==> src/rtl/tdisk_pkg.sv <==
// Shared TimeDisk definitions: op codes, status codes and the block-mover FSM states.
package tdisk_pkg;

   localparam int AW_DEF = 20;

   localparam logic OP_FILL = 1'b0;
   localparam logic OP_COPY = 1'b1;

   typedef enum logic [1:0] {
      STAT_NONE  = 2'b00,
      STAT_OK    = 2'b01,
      STAT_ABORT = 2'b10,
      STAT_ZERO  = 2'b11
   } stat_t;

   typedef enum logic [3:0] {
      S_IDLE,
      S_LOAD,
      S_WAIT,
      S_RSETUP,
      S_RSTB,
      S_WAIT2,
      S_WSETUP,
      S_WSTB,
      S_DONE
   } state_t;

   // States in which the mover owns the SRAM pins.
   function automatic logic is_access(input state_t s);
      return (s == S_RSETUP) || (s == S_RSTB) || (s == S_WSETUP) || (s == S_WSTB);
   endfunction

endpackage

==> src/rtl/rbm_access_timer.sv <==
// Times one SRAM access (SETUP plus STB strobe cycles) and flags the final strobe cycle.
module rbm_access_timer #(
   parameter int STB = 1
) (
   input  logic clk,
   input  logic rst,
   input  logic run,
   output logic last
);

   logic [2:0] cnt_q, cnt_d;

   always_comb begin
      cnt_d = run ? cnt_q + 3'd1 : 3'd0;
   end

   always_ff @(posedge clk or posedge rst) begin
      if (rst) cnt_q <= '0;
      else     cnt_q <= cnt_d;
   end

   // cnt 0 is the SETUP cycle, 1..STB are the strobe cycles.
   assign last = run && (cnt_q == 3'(STB));

endmodule

==> src/rtl/ram_block_mover.sv <==
// Background SRAM FILL/COPY sequencer; only touches the SRAM inside parent-granted idle windows.
module ram_block_mover
   import tdisk_pkg::*;
#(
   parameter int AW  = AW_DEF,
   parameter int LW  = 16,
   parameter int STB = 1
) (
   input  logic          C7M,
   input  logic          RES,
   input  logic          BGWIN,
   input  logic          CMD_VALID,
   output logic          CMD_READY,
   input  logic          CMD_OP,
   input  logic [AW-1:0] CMD_SRC,
   input  logic [AW-1:0] CMD_DST,
   input  logic [LW-1:0] CMD_LEN,
   input  logic [7:0]    CMD_FILL,
   input  logic          ABORT,
   output logic          GNT,
   output logic [AW-1:0] RADDR,
   output logic [7:0]    RDOUT,
   input  logic [7:0]    RDIN,
   output logic          RCS,
   output logic          RWE,
   output logic          BUSY,
   output logic          DONE,
   output logic [1:0]    STAT
);

   state_t        state_q, state_d;
   logic          op_q, op_d;
   logic [AW-1:0] src_q, src_d;
   logic [AW-1:0] dst_q, dst_d;
   logic [LW-1:0] rem_q, rem_d;
   logic [7:0]    fill_q, fill_d;
   logic [7:0]    buf_q, buf_d;
   stat_t         stat_q, stat_d;
   logic          gnt_q, gnt_d;
   logic          rcs_q, rcs_d;
   logic          rwe_q, rwe_d;
   logic          busy_q, busy_d;
   logic          done_q, done_d;
   logic [AW-1:0] raddr_q, raddr_d;
   logic [7:0]    rdout_q, rdout_d;
   logic          acc_last;

   rbm_access_timer #(.STB(STB)) u_timer (
      .clk  (C7M),
      .rst  (RES),
      .run  (is_access(state_q)),
      .last (acc_last)
   );

   always_comb begin
      state_d = state_q;
      op_d    = op_q;
      src_d   = src_q;
      dst_d   = dst_q;
      rem_d   = rem_q;
      fill_d  = fill_q;
      buf_d   = buf_q;
      stat_d  = stat_q;

      case (state_q)
         S_IDLE: begin
            if (CMD_VALID) begin
               state_d = S_LOAD;
               op_d    = CMD_OP;
               src_d   = CMD_SRC;
               dst_d   = CMD_DST;
               rem_d   = CMD_LEN;
               fill_d  = CMD_FILL;
               stat_d  = STAT_NONE;
            end
         end
         S_LOAD: begin
            if (rem_q == '0) begin
               state_d = S_DONE;
               stat_d  = STAT_ZERO;
            end else begin
               state_d = S_WAIT;
            end
         end
         S_WAIT: begin
            if (ABORT) begin
               state_d = S_DONE;
               stat_d  = STAT_ABORT;
            end else if (BGWIN) begin
               state_d = (op_q == OP_COPY) ? S_RSETUP : S_WSETUP;
            end
         end
         S_RSETUP: state_d = S_RSTB;
         S_RSTB: begin
            if (acc_last) begin
               buf_d   = RDIN;
               src_d   = src_q + AW'(1);
               state_d = S_WAIT2;
            end
         end
         S_WAIT2: begin
            // An abort here drops the byte already sitting in buf_q.
            if (ABORT) begin
               state_d = S_DONE;
               stat_d  = STAT_ABORT;
            end else if (BGWIN) begin
               state_d = S_WSETUP;
            end
         end
         S_WSETUP: state_d = S_WSTB;
         S_WSTB: begin
            if (acc_last) begin
               dst_d = dst_q + AW'(1);
               rem_d = rem_q - LW'(1);
               if (rem_q == LW'(1)) begin
                  state_d = S_DONE;
                  stat_d  = STAT_OK;
               end else begin
                  state_d = S_WAIT;
               end
            end
         end
         S_DONE:  state_d = S_IDLE;
         default: state_d = S_IDLE;
      endcase

      // Outputs are registered from the next state so pins change cleanly on the clock.
      gnt_d   = is_access(state_d);
      rcs_d   = (state_d == S_RSTB) || (state_d == S_WSTB);
      rwe_d   = (state_d == S_WSTB);
      busy_d  = !((state_d == S_IDLE) || (state_d == S_DONE));
      done_d  = (state_d == S_DONE);
      raddr_d = raddr_q;
      rdout_d = rdout_q;
      if (state_d == S_RSETUP) begin
         raddr_d = src_q;
      end else if (state_d == S_WSETUP) begin
         raddr_d = dst_q;
         rdout_d = (op_q == OP_COPY) ? buf_q : fill_q;
      end
   end

   always_ff @(posedge C7M or posedge RES) begin
      if (RES) begin
         state_q <= S_IDLE;
         op_q    <= OP_FILL;
         src_q   <= '0;
         dst_q   <= '0;
         rem_q   <= '0;
         fill_q  <= '0;
         buf_q   <= '0;
         stat_q  <= STAT_NONE;
         gnt_q   <= 1'b0;
         rcs_q   <= 1'b0;
         rwe_q   <= 1'b0;
         busy_q  <= 1'b0;
         done_q  <= 1'b0;
         raddr_q <= '0;
         rdout_q <= '0;
      end else begin
         state_q <= state_d;
         op_q    <= op_d;
         src_q   <= src_d;
         dst_q   <= dst_d;
         rem_q   <= rem_d;
         fill_q  <= fill_d;
         buf_q   <= buf_d;
         stat_q  <= stat_d;
         gnt_q   <= gnt_d;
         rcs_q   <= rcs_d;
         rwe_q   <= rwe_d;
         busy_q  <= busy_d;
         done_q  <= done_d;
         raddr_q <= raddr_d;
         rdout_q <= rdout_d;
      end
   end

   assign CMD_READY = CMD_VALID && (state_q == S_IDLE);
   assign GNT       = gnt_q;
   assign RCS       = rcs_q;
   assign RWE       = rwe_q;
   assign BUSY      = busy_q;
   assign DONE      = done_q;
   assign RADDR     = raddr_q;
   assign RDOUT     = rdout_q;
   assign STAT      = stat_q;

endmodule

==> config.mk <==
export PLATFORM = sky130hd
export DESIGN_NAME = ram_block_mover
export DESIGN_NICKNAME = d
export VERILOG_FILES = /design/src/rtl/tdisk_pkg.sv /design/src/rtl/rbm_access_timer.sv /design/src/rtl/ram_block_mover.sv
export SDC_FILE = /design/constraint.sdc
export NUM_CORES = 1
export LEC_CHECK = 0
export CORE_AREA = 2 2 129 131
export CTS_BUF_LIST = sky130_fd_sc_hd__clkbuf_4 sky130_fd_sc_hd__clkbuf_8
export DETAILED_ROUTE_END_ITERATION = 8
export DIE_AREA = 0 0 131 133
export PLACE_DENSITY = 0.61
export SLEW_MARGIN = 30
export SYNTH_ARGS = -nofsm -noshare
export SYNTH_HDL_FRONTEND = slang
export SYNTH_SLANG_ARGS = --single-unit
==> constraint.sdc <==
create_clock -name C7M -period 7.7 [get_ports C7M]
set_input_delay 1.155 -clock C7M [delete_from_list [all_inputs] [get_ports C7M]]
set_output_delay 1.155 -clock C7M [all_outputs]
set_load 0.01 [all_outputs]
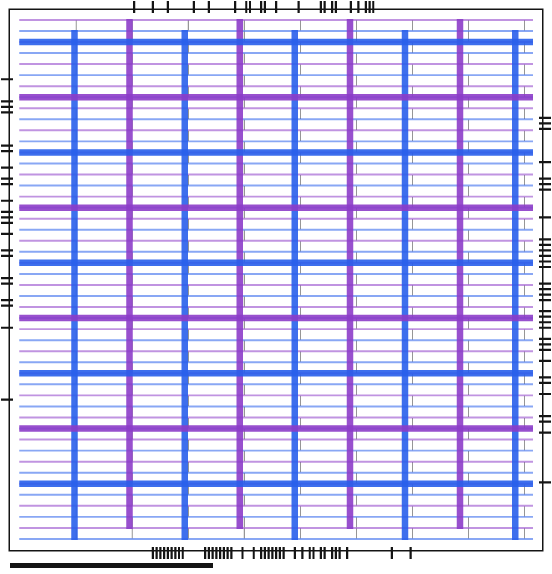
**Above:** run 1 (power grid).
The bar under the picture is 50 um long. Pins as bars on the die edge. Tap cells in gray.
| net | color |
|---|---|
| VDD | purple |
| VSS | blue |
met1 rails: 48
met4 straps: 9
tap cells: 220

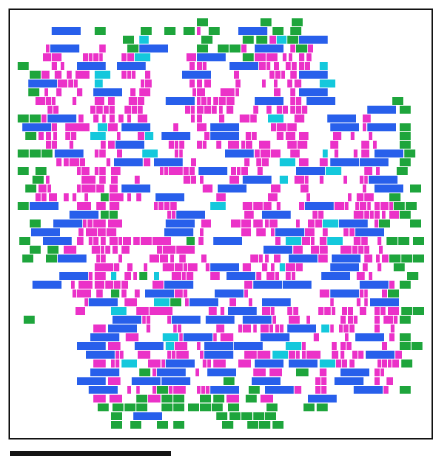
**Above:** run 1 (placed cells, one color a class).
The bar under the picture is 50 um long.
| class | color | cells | share of their area |
|---|---|---|---|
| remaining buffers and delay cells | green | 120 | 15% |
| sequential cells | blue | 115 | 37% |
| clock drivers and dummy loads | cyan | 32 | 4.6% |
| combinational and other logic | magenta | 544 | 43% |

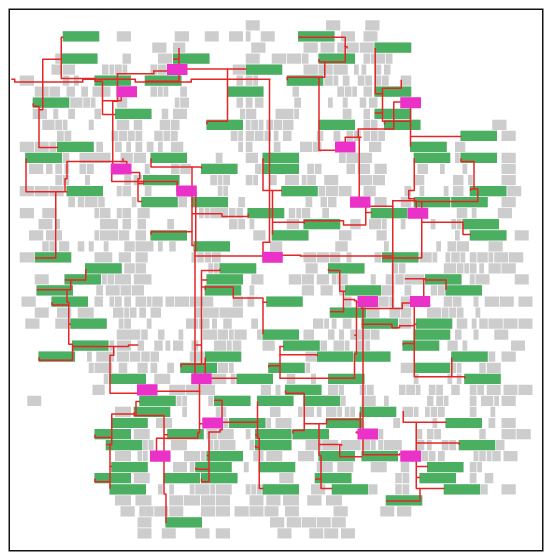
**Above:** run 1 (clock wires, drivers and flops).
[clock wires] red | length: 1630 um
[flip-flops] green | count: 115
[clock drivers] magenta | count: 17
flops lie: spread over the die
routed clock nets: 18
Latency at later pin: 0.45 ns
power share of the clock group: 16.2%
power attributed to the clock group: 506 uW
final worst clock skew: 0.00789 ns

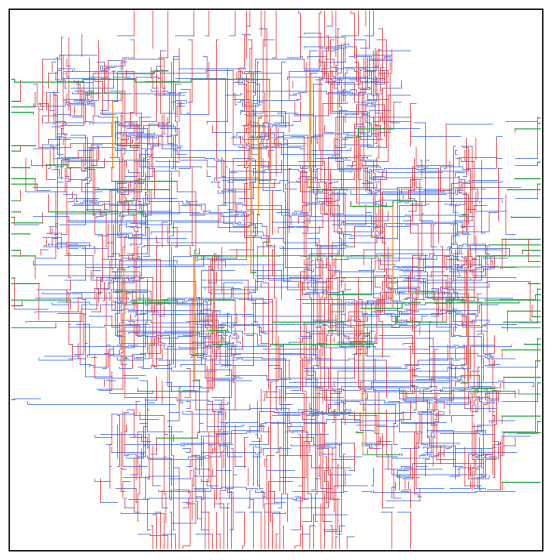
**Above:** run 1 (metal layers overlaid).
| layer | color | wire length |
|---|---|---|
| metal 4 | orange | 345 um |
| metal 1 | blue | 8300 um |
| metal 3 | green | 841 um |
| metal 2 | red | 8950 um |
WL/cell: 17.9 um
global router's overall resource usage: 21.8%
wire length reported by the detailed router: 18400 um

==> run notes, run 1 <==
run metrics: post-synthesis instance total 709, critical path required time 6.55 ns, initial antenna violation count 0, register clock-pin slew on the reported worst setup and hold paths about 0.07 ns, number of synthesized flops with an enable pin 0, average cell area after synthesis just under 9 um^2, Reg2Reg Depth 7, net count of the mapped netlist 794, placeable core area 16200 um^2, most frequent cells after synthesis 115 x sky130_fd_sc_hd__dfrtp_1, 110 x sky130_fd_sc_hd__nand2_1, 74 x sky130_fd_sc_hd__a21oi_1, number of gates resized after CTS 0, initial drt markers 425, warning total across the stage logs 29, number of fill cells in the layout ~1500, Tightest Pin Transition 0.937 ns, Layout area overhead 26.1%, first-pass detailed-route iteration total 5, mean number of vias per cell 5.78, Yosys Instances 709, post-DP HPWL 13000 um, Post-CTS Hold Fix Bufs 0, Worst Slack Setup Final around 3.2 ns, overflow left after global routing 0, Top cell by count, worst path sky130_fd_sc_hd__clkdlybuf4s50_1, combined buffer and inverter count along the critical path 3, netlist area before placement 6330 um^2, CTS Root Buffer Type sky130_fd_sc_hd__clkbuf_8, hold path startpoint u_timer.cnt_q[0], Final Max Tran Viols 0, maximum clock path buffer count 2, remaining max-slew budget at the tightest pin a little under two fifths, hold slack 0.470 ns, launch point of the critical path CMD_VALID, number of clock buffers inserted by TritonCTS 17, FF+latch count, synth 115, final sum of negative setup slack 0 ns, maxcap violations 0, Yosys chip area 6330 um^2, setup repair after global routing missed its margin false, kind of start point of the critical path input port, die width 131 um, total via count after detailed routing between 5000 and 6000, count of input and output buffers between 100 and 150, Antenna Violating Nets Remaining 0, Max Clock Freq 0.222 GHz, category of the worst setup path capture point output pin, Sinks on Clock Net 115, CTS tree done, terminus of the critical flop-to-flop path RDOUT[0], end of the worst hold path u_timer.cnt_q[0], Synth top cell by count sky130_fd_sc_hd__dfrtp_1, final setup violating endpoints 0, Die Y between 100 and 150 um, predominant post-synthesis flop cell sky130_fd_sc_hd__dfrtp_1, area share of the largest cell type after synthesis 45.5%, post-synthesis cell type with the largest combined area sky130_fd_sc_hd__dfrtp_1, peak fanout along the critical path 14, num ports 114, register-to-register setup slack 4.20 ns, count of cell types in the netlist 62, crit path kind input port to output pin, list of cells traversed by the critical path clkdlybuf4s50_1 > nand3_1 > inv_1 > clkdlybuf4s50_1, final cycle utilization of the critical path 58.6%, share of layout cells above drive strength 1 9.86%, peak supply drop 0.152 mV, fraction of the yosys area taken by sequential cells 45.5%, family with the most delay on the worst path buffers and inverters, worst hold stages 1, Yosys warnings 0, dominant cells by area after synthesis sky130_fd_sc_hd__dfrtp_1 45%, sky130_fd_sc_hd__nand2_1 6.5%, sky130_fd_sc_hd__a21oi_1 5.8%, number of core rows 47, Die Area 17400 um^2, final-stage net count 883, Power Total 3120 uW, standard cell with the maximum stage delay on the critical path sky130_fd_sc_hd__clkdlybuf4s50_1, share of the core filled by cells before placement around two fifths, routability congestion estimate from global placement slightly above 0.8, R2R Path Start state_q[1], leakage power 0.00313 uW, via count of the first global-routing pass 5834, final number of hold-violating endpoints 0, final core utilization 49.4%, number of H-tree branching levels 4, Synth async-reset ratio 100%, number of inserted diodes 0, first-pass GRT wire length about 30000 um, final period demand of the worst path 4.51 ns, max incr delay on CP 0.63 ns, Setup Fix Bufs, Post-CTS 0, Pwr Density 390 nW/um^2, pin count of the biggest net entering global routing 83, setup slack after placement about 3.2 ns, result of the run completed, number of remaining DRC errors 0, hold crit path type flip-flop to flip-flop, WP data arrival 3.35 ns
## run 1: power by group
group / internal, uW / total, uW / leakage (uW) / switching [uW]
clock: 241 / 506 / 0.000170 / 265
combinational: 622 / 1380 / 0.00158 / 760
sequential: 894 / 1230 / 0.00138 / 336
total: 1760 / 3120 / 0.00313 / 1360
## run 1: routing by layer
metal / track usage, % / vias up / share of wire, %
li1: - / 2817 / -
met1: 29.5 / 2946 / 45
met2: 35.2 / 173 / 49
met3: 4.04 / 26 / 4.6
met4: 7.45 / 0 / 1.9
met5: 0 / - / 0
## run 1: state kept, by name (all words and copies together) (netlist names)
name and count:
BUSY 1, DONE 1, GNT 1, RADDR 20, RCS 1, RDOUT 8
RWE 1, STAT 2, buf_q 8, dst_q 20, fill_q 8, op_q 1
rem_q 16, src_q 20, state_q 4, u_timer.cnt_q 3
## run 1: cell usage in the layout, fill, tap and decap left out, drive strengths merged, types with 8 or more instances in the layout
cell type      Yosys  routed
dfrtp            115     115
clkdlybuf4s50      0     113
nand2            110     110
a21oi             74      74
nor2              46      46
o21ai             45      45
nand3             29      29
mux2              25      25
o2111ai           20      20
clkbuf            38      20
o211ai            19      19
o22ai             18      18
nor3              17      17
inv               13      14
nand4             12      12
and3               8       8
## run 1: layout make-up
cell class | instances | area [um^2] | area share, %
Clock inverter | 12 | 83.8 | 1.05
Multi-Input combinational cell | 531 | 3240 | 40.6
Sequential cell | 115 | 2880 | 36.0
Inverter | 13 | 51.3 | 0.643
Tap cell | 220 | 275 | 3.45
Timing Repair Buffer | 120 | 1190 | 14.9
Clock buffer | 20 | 269 | 3.37
## run 1: worst max-delay path by stage
stage                            to  slack, ns  cells after the start
after floorplan                BUSY       3.50                      1
after global placement    CMD_READY       3.33                      4
after detailed placement  CMD_READY       3.22                      4
after CTS                 CMD_READY       3.22                      4
after global routing      CMD_READY       3.08                      4
final                     CMD_READY       3.19                      4
## run 1: through the flow
step                instance area (um^2)  cells
floorplan                           6330    709
global placement                    7610    999
detailed placement                  7630    999
CTS                                 7980   1031
global route                        7980   1031
finish                              7980   1031
## run 1: cell families after synthesis
kind of cell,synth area share (%)
AND-OR/OR-AND,24.9
flip-flops,45.5
multiplexers,4.92
buffers and inverters,3.95
AND/OR/NAND/NOR,19.3
adder cells (fa/ha/maj),1.38
XOR/XNOR,0.138
==> run 2: changes to the inputs <==
==> constraint.sdc (replaced) <==
create_clock -name C7M -period 4.45 [get_ports C7M]
set_input_delay 0.6675 -clock C7M [delete_from_list [all_inputs] [get_ports C7M]]
set_output_delay 0.6675 -clock C7M [all_outputs]
set_load 0.01 [all_outputs]
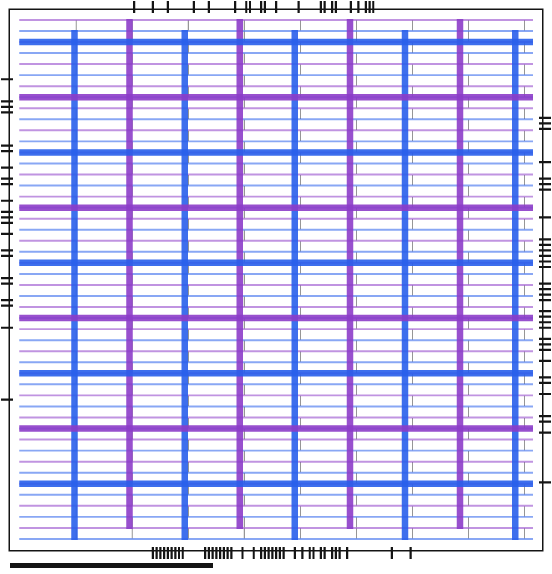
**Above:** run 2 (power grid).
The bar under the picture is 50 um long. Pins as bars on the die edge. Tap cells in gray.
| net | color |
|---|---|
| VDD | purple |
| VSS | blue |
met1 rails: 48
rows: 47
Die Y: 133 um
placeable core area: 16200 um^2
die width: 131 um

==> run 2 against run 1 <==
Sequential share of layout area shrank 0.085 points. Die size stayed put. Count of clock-buffer cells in the layout increased by 3.
==> run notes, run 2 <==
run metrics: top library cells by usage in the layout, fill and taps aside 115 x sky130_fd_sc_hd__dfrtp_1, 113 x sky130_fd_sc_hd__clkdlybuf4s50_1, 110 x sky130_fd_sc_hd__nand2_1 (unchanged), count of cell types in the netlist 62 (unchanged), hold slack 0.472 ns (was 0.470 ns), final period demand of the worst path 3.39 ns, Flop pwr share 39.5% (about the same), worst hold stages 2 (was 1), net count of the mapped netlist 794 (unchanged), part of the power in combinational logic 44.5% (was 44.3%), Post-CTS Hold Fix Bufs 0 (unchanged), final worst clock skew 0.00882 ns (was 0.00789 ns), peak supply drop 0.244 mV (was 0.152 mV), switching share of power 43.2% (was 43.6%), Latency at later pin 0.44 ns (was 0.45 ns), register clock-pin slew on the reported worst setup and hold paths 0.07 ns (about the same), share of layout cells above drive strength 1 9.84% (was 9.86%), WP data arrival 2.73 ns (was 3.35 ns), Synth async-reset ratio 100% (unchanged), commonest non-fill, non-tap cell in the layout sky130_fd_sc_hd__dfrtp_1 (unchanged), final sum of negative setup slack 0 ns (unchanged), share of the core filled by cells before placement 39.1% (unchanged), post-DP HPWL 13000 um (about the same), overflow left after global routing 0 (unchanged), Max Clock Freq 0.295 GHz, predominant post-synthesis flop cell sky130_fd_sc_hd__dfrtp_1 (unchanged), category of the worst setup path capture point output pin (unchanged), peak fanout along the critical path 16 (was 14), initial drt markers 394 (was 425), CTS tree done (unchanged), maxcap violations 0 (unchanged), Yosys Instances 709 (unchanged), first-pass GRT wire length 29500 um (was 29800 um), num ports 114 (unchanged), Yosys warnings 0 (unchanged), final number of hold-violating endpoints 0 (unchanged), netlist area before placement 6330 um^2 (unchanged), post-route non-filler standard cell count 1033 (was 1031), warning total across the stage logs 29 (unchanged), cell count after placement 1004 (was 999), via count of the first global-routing pass 5805 (was 5834), number of inserted diodes 0 (unchanged), area share of the largest cell type after synthesis 45.5% (unchanged), count of input and output buffers 113 (unchanged), dominant cells by area after synthesis sky130_fd_sc_hd__dfrtp_1 45%, sky130_fd_sc_hd__nand2_1 6.5%, sky130_fd_sc_hd__a21oi_1 5.8% (unchanged), Die Area 17400 um^2 (unchanged), first-pass detailed-route iteration total 5 (unchanged), result of the run completed (unchanged), Net Sw Power 2350 uW (was 1360 uW), final setup violating endpoints 0 (unchanged), fraction of the yosys area taken by sequential cells 45.5% (unchanged), number of gates resized after CTS 0 (unchanged), kind of start point of the critical path flip-flop (was input port), post-synthesis instance total 709 (unchanged), number of clock buffers inserted by TritonCTS 17 (unchanged), Reg2Reg Depth 8 (was 7), final cycle utilization of the critical path 76.3%, number of fill cells in the layout 1525 (was 1542), Antenna Violating Nets Remaining 0 (unchanged), hold crit path type flip-flop to flip-flop (unchanged), most frequent cells after synthesis 115 x sky130_fd_sc_hd__dfrtp_1, 110 x sky130_fd_sc_hd__nand2_1, 74 x sky130_fd_sc_hd__a21oi_1 (unchanged), WL/cell 17.9 um (about the same), Setup Fix Bufs, Post-CTS 0 (unchanged), final-stage net count 888 (was 883), maximum clock path buffer count 2 (unchanged), global router's overall resource usage 21.7% (was 21.8%), Sinks on Clock Net 115 (unchanged), remaining max-slew budget at the tightest pin 35.7% (was 37.1%), Int Power 3090 uW (was 1760 uW), Synth top cell by count sky130_fd_sc_hd__dfrtp_1 (unchanged), leakage power 0.00317 uW (was 0.00313 uW), power share of the clock group 16.0% (was 16.2%), Pwr Density 680 nW/um^2 (was 390 nW/um^2), initial antenna violation count 0 (unchanged), critical path required time 3.78 ns (was 6.55 ns), total via count after detailed routing 6026 (was 5962), crit path kind flip-flop to output pin (was input port to output pin), routability congestion estimate from global placement 0.801 (was 0.815), number of H-tree branching levels 4 (unchanged), average cell area after synthesis 8.93 um^2 (unchanged), CTS Root Buffer Type sky130_fd_sc_hd__clkbuf_8 (unchanged), Layout area overhead 26.4% (was 26.1%), number of core rows 47 (unchanged)
-- run 2: cell count changes in the layout (fill, tap and decap cells not counted), moves of 2 or more --
cell / previous run / this run
sky130_fd_sc_hd__clkinv_4: 2 / 0
sky130_fd_sc_hd__clkinvlp_4: 5 / 0
sky130_fd_sc_hd__clkbuf_8: 19 / 22
sky130_fd_sc_hd__clkinv_2: 4 / 6
sky130_fd_sc_hd__buf_4: 6 / 12
-- run 2: cells by family after synthesis --
kind of cell | share of synthesized area (%)
compound gates | 24.9
xor+xnor | 0.138
fa+ha+maj | 1.38
buf+inv | 3.95
flops | 45.5
mux | 4.92
simple gates | 19.3
-- run 2: through the flow --
stage	util (%)	power (uW)	setup slack, ns	instance area (um^2)
after floorplan	-	3640	0.738	6330
after global placement	47.3	4460	1.21	7650
after detailed placement	47.3	4560	1.13	7660
after CTS	49.4	5440	1.07	8000
after global routing	49.5	5840	0.879	8000
final	49.5	5440	1.06	8000
-- run 2: final cells by class --
type	instances	area (um^2)	area share, %
clock buffers	23	310	3.88
multi-input cells	531	3240	40.4
inverters	13	51.3	0.641
clock inverters	6	30.0	0.375
flip-flops and latches	115	2880	36.0
repair buffers	125	1220	15.3
well taps	220	275	3.44
-- run 2: worst paths after layout --
check,slack [ns],endpoint,start
max,1.06,CMD_READY,state_q[1]
min in group asynchronous,0.74,src_q[8],RES
min,0.47,fill_q[3],fill_q[3]
min reg2reg,0.47,fill_q[3],fill_q[3]
max in group asynchronous,2.79,RWE,RES
max reg2reg,1.30,RDOUT[0],state_q[1]
-- run 2: routing by layer --
layer  up-vias  track usage (%)  wire [um]
li1       2820                -          -
met1      2979             29.3       8370
met2       197             34.2       8780
met3        30             5.34       1030
met4         0             7.51        347
met5         -                0          0
-- run 2: power groups by stage --
stage | Sequential [uW] | Combinational, uW | Clock, uW
final | 2150 | 2420 | 872
after detailed placement | 2140 | 2410 | 0
after CTS | 2130 | 2420 | 884
after global routing | 2210 | 2690 | 939
after global placement | 2130 | 2330 | 0
after floorplan | 1960 | 1670 | 0
-- run 2: critical path, cell delays in order (launching register included) --
cell and delay, ns:
sky130_fd_sc_hd__dfrtp_1 0.60, sky130_fd_sc_hd__nor2_1 0.36, sky130_fd_sc_hd__nand3_1 0.53, sky130_fd_sc_hd__inv_1 0.22, sky130_fd_sc_hd__clkdlybuf4s50_1 0.56
No activity file was given, so power comes from the tool's default toggle rates.
